`src/rtl/fetch_pkg.sv`:
```
// rtl/fetch_pkg.sv - shared types and constants for the instruction fetch stage
package fetch_pkg;

  typedef struct packed {
    logic [31:0] pc;
    logic [31:0] instr;
  } fetch_entry_t;

  localparam logic [31:0] INSTR_BYTES = 32'd4;

endpackage

```
`src/rtl/fetch_fifo.sv`:
```
// rtl/fetch_fifo.sv - DEPTH-entry queue of {pc, instr} pairs with push, pop, flush and count
module fetch_fifo
  import fetch_pkg::*;
#(
  parameter int DEPTH = 4
) (
  input  logic                     clk,
  input  logic                     rst_n,
  input  logic                     push,
  input  logic                     pop,
  input  logic                     flush,
  input  fetch_entry_t             wdata,
  output fetch_entry_t             rdata,
  output logic [$clog2(DEPTH):0]   count
);

  localparam int AW = $clog2(DEPTH);

  fetch_entry_t  mem [DEPTH];
  logic [AW-1:0] wr_ptr;
  logic [AW-1:0] rd_ptr;

  // Storage is not reset: an entry is only observable while count covers it.
  always_ff @(posedge clk) begin
    if (push && !flush) mem[wr_ptr] <= wdata;
  end

  always_ff @(posedge clk or negedge rst_n) begin
    if (!rst_n) begin
      wr_ptr <= '0;
      rd_ptr <= '0;
      count  <= '0;
    end else if (flush) begin
      wr_ptr <= '0;
      rd_ptr <= '0;
      count  <= '0;
    end else begin
      if (push) wr_ptr <= wr_ptr + AW'(1);
      if (pop)  rd_ptr <= rd_ptr + AW'(1);
      count <= count + (AW+1)'(push) - (AW+1)'(pop);
    end
  end

  assign rdata = (count != '0) ? mem[rd_ptr] : '0;

endmodule

```
`src/rtl/fetch_unit.sv`:
```
// rtl/fetch_unit.sv - fetch PC, redirect/flush control and decode queue
// Optional FETCH_PERF_EN adds perf_fetched / perf_flushed counters.
module fetch_unit
  import fetch_pkg::*;
#(
  parameter logic [31:0] RESET_PC = 32'h0000_0000,
  parameter int          DEPTH    = 4
) (
  input  logic        clk,
  input  logic        rst_n,
  output logic [31:0] fetch_pc,
  input  logic [31:0] fetch_instr,
  input  logic        redirect_valid,
  input  logic [31:0] redirect_pc,
  output logic        out_valid,
  input  logic        out_ready,
  output logic [31:0] out_pc,
  output logic [31:0] out_instr
`ifdef FETCH_PERF_EN
  ,
  output logic [31:0] perf_fetched,
  output logic [31:0] perf_flushed
`endif
);

  localparam int CW = $clog2(DEPTH) + 1;

  logic          pop;
  logic          push;
  logic [CW-1:0] count;
  fetch_entry_t  head;
  logic          unused_redirect_lsbs;

  assign out_valid = (count != '0);
  assign pop       = out_valid & out_ready;
  // When full, a slot frees up only if decode takes the head this same cycle.
  assign push      = !redirect_valid & ((count < CW'(DEPTH)) | pop);

  assign unused_redirect_lsbs = ^redirect_pc[1:0];

  fetch_fifo #(.DEPTH(DEPTH)) u_fifo (
    .clk   (clk),
    .rst_n (rst_n),
    .push  (push),
    .pop   (pop),
    .flush (redirect_valid),
    .wdata ('{pc: fetch_pc, instr: fetch_instr}),
    .rdata (head),
    .count (count)
  );

  assign out_pc    = head.pc;
  assign out_instr = head.instr;

  always_ff @(posedge clk or negedge rst_n) begin
    if (!rst_n) begin
      fetch_pc <= RESET_PC;
    end else if (redirect_valid) begin
      fetch_pc <= {redirect_pc[31:2], 2'b00};
    end else if (push) begin
      fetch_pc <= fetch_pc + INSTR_BYTES;
    end
  end

`ifdef FETCH_PERF_EN
  // A head popped alongside the redirect was consumed, so it is not counted as flushed.
  always_ff @(posedge clk or negedge rst_n) begin
    if (!rst_n) begin
      perf_fetched <= '0;
      perf_flushed <= '0;
    end else begin
      if (push)           perf_fetched <= perf_fetched + 32'd1;
      if (redirect_valid) perf_flushed <= perf_flushed + 32'(count) - 32'(pop);
    end
  end
`endif

endmodule
```
`config.mk`:
```
export PLATFORM = sky130hd
export DESIGN_NAME = fetch_unit
export DESIGN_NICKNAME = d
export VERILOG_FILES = /design/src/rtl/fetch_pkg.sv /design/src/rtl/fetch_fifo.sv /design/src/rtl/fetch_unit.sv
export SDC_FILE = /design/constraint.sdc
export NUM_CORES = 1
export LEC_CHECK = 0
export ABC_AREA = 1
export ABC_CLOCK_PERIOD_IN_PS = 6700
export CAP_MARGIN = 20
export CORE_UTILIZATION = 30
export CTS_CLUSTER_DIAMETER = 40
export DETAILED_ROUTE_END_ITERATION = 10
export SYNTH_ARGS = -nofsm -noshare
export SYNTH_HDL_FRONTEND = slang
export SYNTH_HIERARCHICAL = 1
export SYNTH_SLANG_ARGS = --single-unit
export TNS_END_PERCENT = 5
```
`constraint.sdc`:
```
create_clock -name clk -period 6.7 [get_ports clk]
set_input_delay 0.67 -clock clk [delete_from_list [all_inputs] [get_ports clk]]
set_output_delay 0.67 -clock clk [all_outputs]
set_load 0.05 [all_outputs]
```
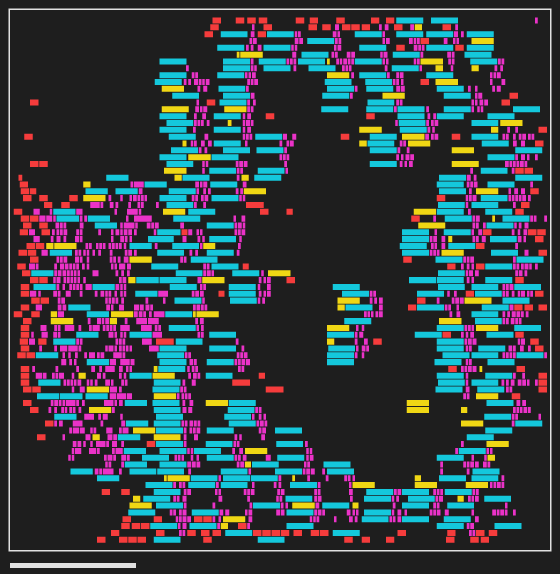
(images/placement_by_type.png)
The bar under the picture is 50 um long.
legend:
  magenta:
    class: combinational and other logic
    cells: 1069
    share_of_their_area: 28%
  red:
    class: remaining buffers and delay cells
    cells: 170
    share_of_their_area: 10%
  cyan:
    class: sequential cells
    cells: 293
    share_of_their_area: 52%
  yellow:
    class: clock drivers and dummy loads
    cells: 92
    share_of_their_area: 10%

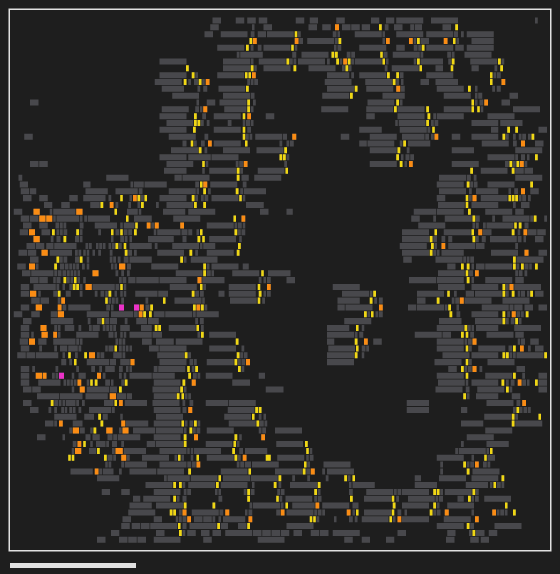
(images/logic_types.png)
The bar under the picture is 50 um long.
legend:
  orange:
    family: aoi and oai cells
    cells: 109
    most_used: a21oi_1
    where: widely spread
  yellow:
    family: inv cells
    cells: 311
    most_used: inv_1
    where: widely spread
  magenta:
    family: and/or cells
    cells: 3
    most_used: or2_2

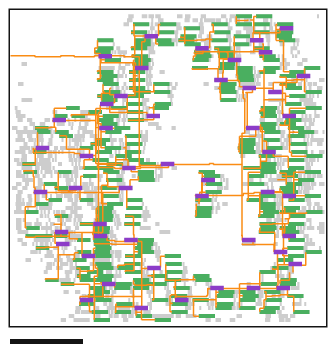
(images/clk_routes.png)
The bar under the picture is 50 um long.
legend:
  orange:
    item: clock wires
    length: 4060 um
  green:
    item: flip-flops
    count: 293
  purple:
    item: clock drivers
    count: 49
routed clock nets: 50
flops lie: widely spread

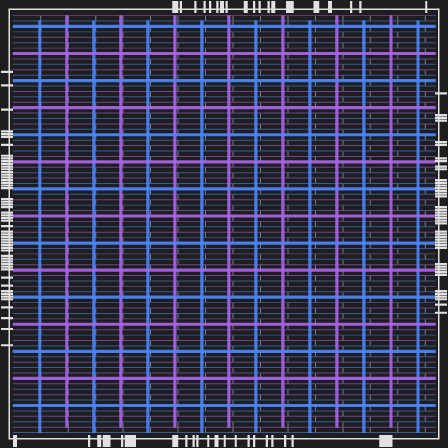
(images/power_grid.png)
Pins as bars on the die edge. Tap cells in gray.
legend:
  blue:
    net: VSS
  purple:
    net: VDD
met5 straps: 15
signal pins: 165
met4 straps: 15

==> GITHUB_STEP_SUMMARY <==
### Yosys + OpenROAD results

| Metric | Value |
|---|---|
| PortBufs | 160 |
| GRT met1 Usage | 18.9% |
| Logic area | 0.00353 mm2 |
| Status | finished clean |
| Hold WS | 244 ps |
| Worst-path clk slew | 50 ps |
| Die Size | 0.0462 mm2 |
| Synth area leader | edfxtp_1 |
| Tapcells | 592 |
| Top class by area | sequential cells |
| Hold Vio Cnt, Final | 0 |
| # Cells Yosys | 1411 |
| P_leak | 0.00738 uW |
| Die height | 215 um |
| 1st-pass router iterations | 5 |
| Post-synth top cells | nand2_1 (372), inv_1 (307), edfxtp_1 (256) |
| Root Driver | clkbuf_16 |
| WP buf/inv | 3 |
| CP required | 6030 ps |
| Routed WL per cell | 15.4 um |
| Gr busiest metal | met2 |
| DRT Wirelength | 34200 um |
| MUX share of area | 0% |
==> power breakdown <==
group	switching, uW	internal, uW	leakage (uW)
Combinational	1800	730	0.00380
Clock	911	1610	0.000811
Sequential	171	2150	0.00277
Total	2880	4490	0.00738
==> worst reg2reg max path, stage by stage (launching register included) <==
cell and delay, ps:
dfrtp_1 390, inv_1 140, nor2_4 90, inv_2 110, nand2_1 100, inv_2 340, nand2_1 340, nor2_4 820
buf_12 370
==> flip-flops by register name (all words and copies together), names as in the netlist <==
name,count
u_fifo/mem,256
fetch_pc,30
u_fifo/count,3
u_fifo/rd_ptr,2
u_fifo/wr_ptr,2
No activity file was given, so power comes from the tool's default toggle rates.
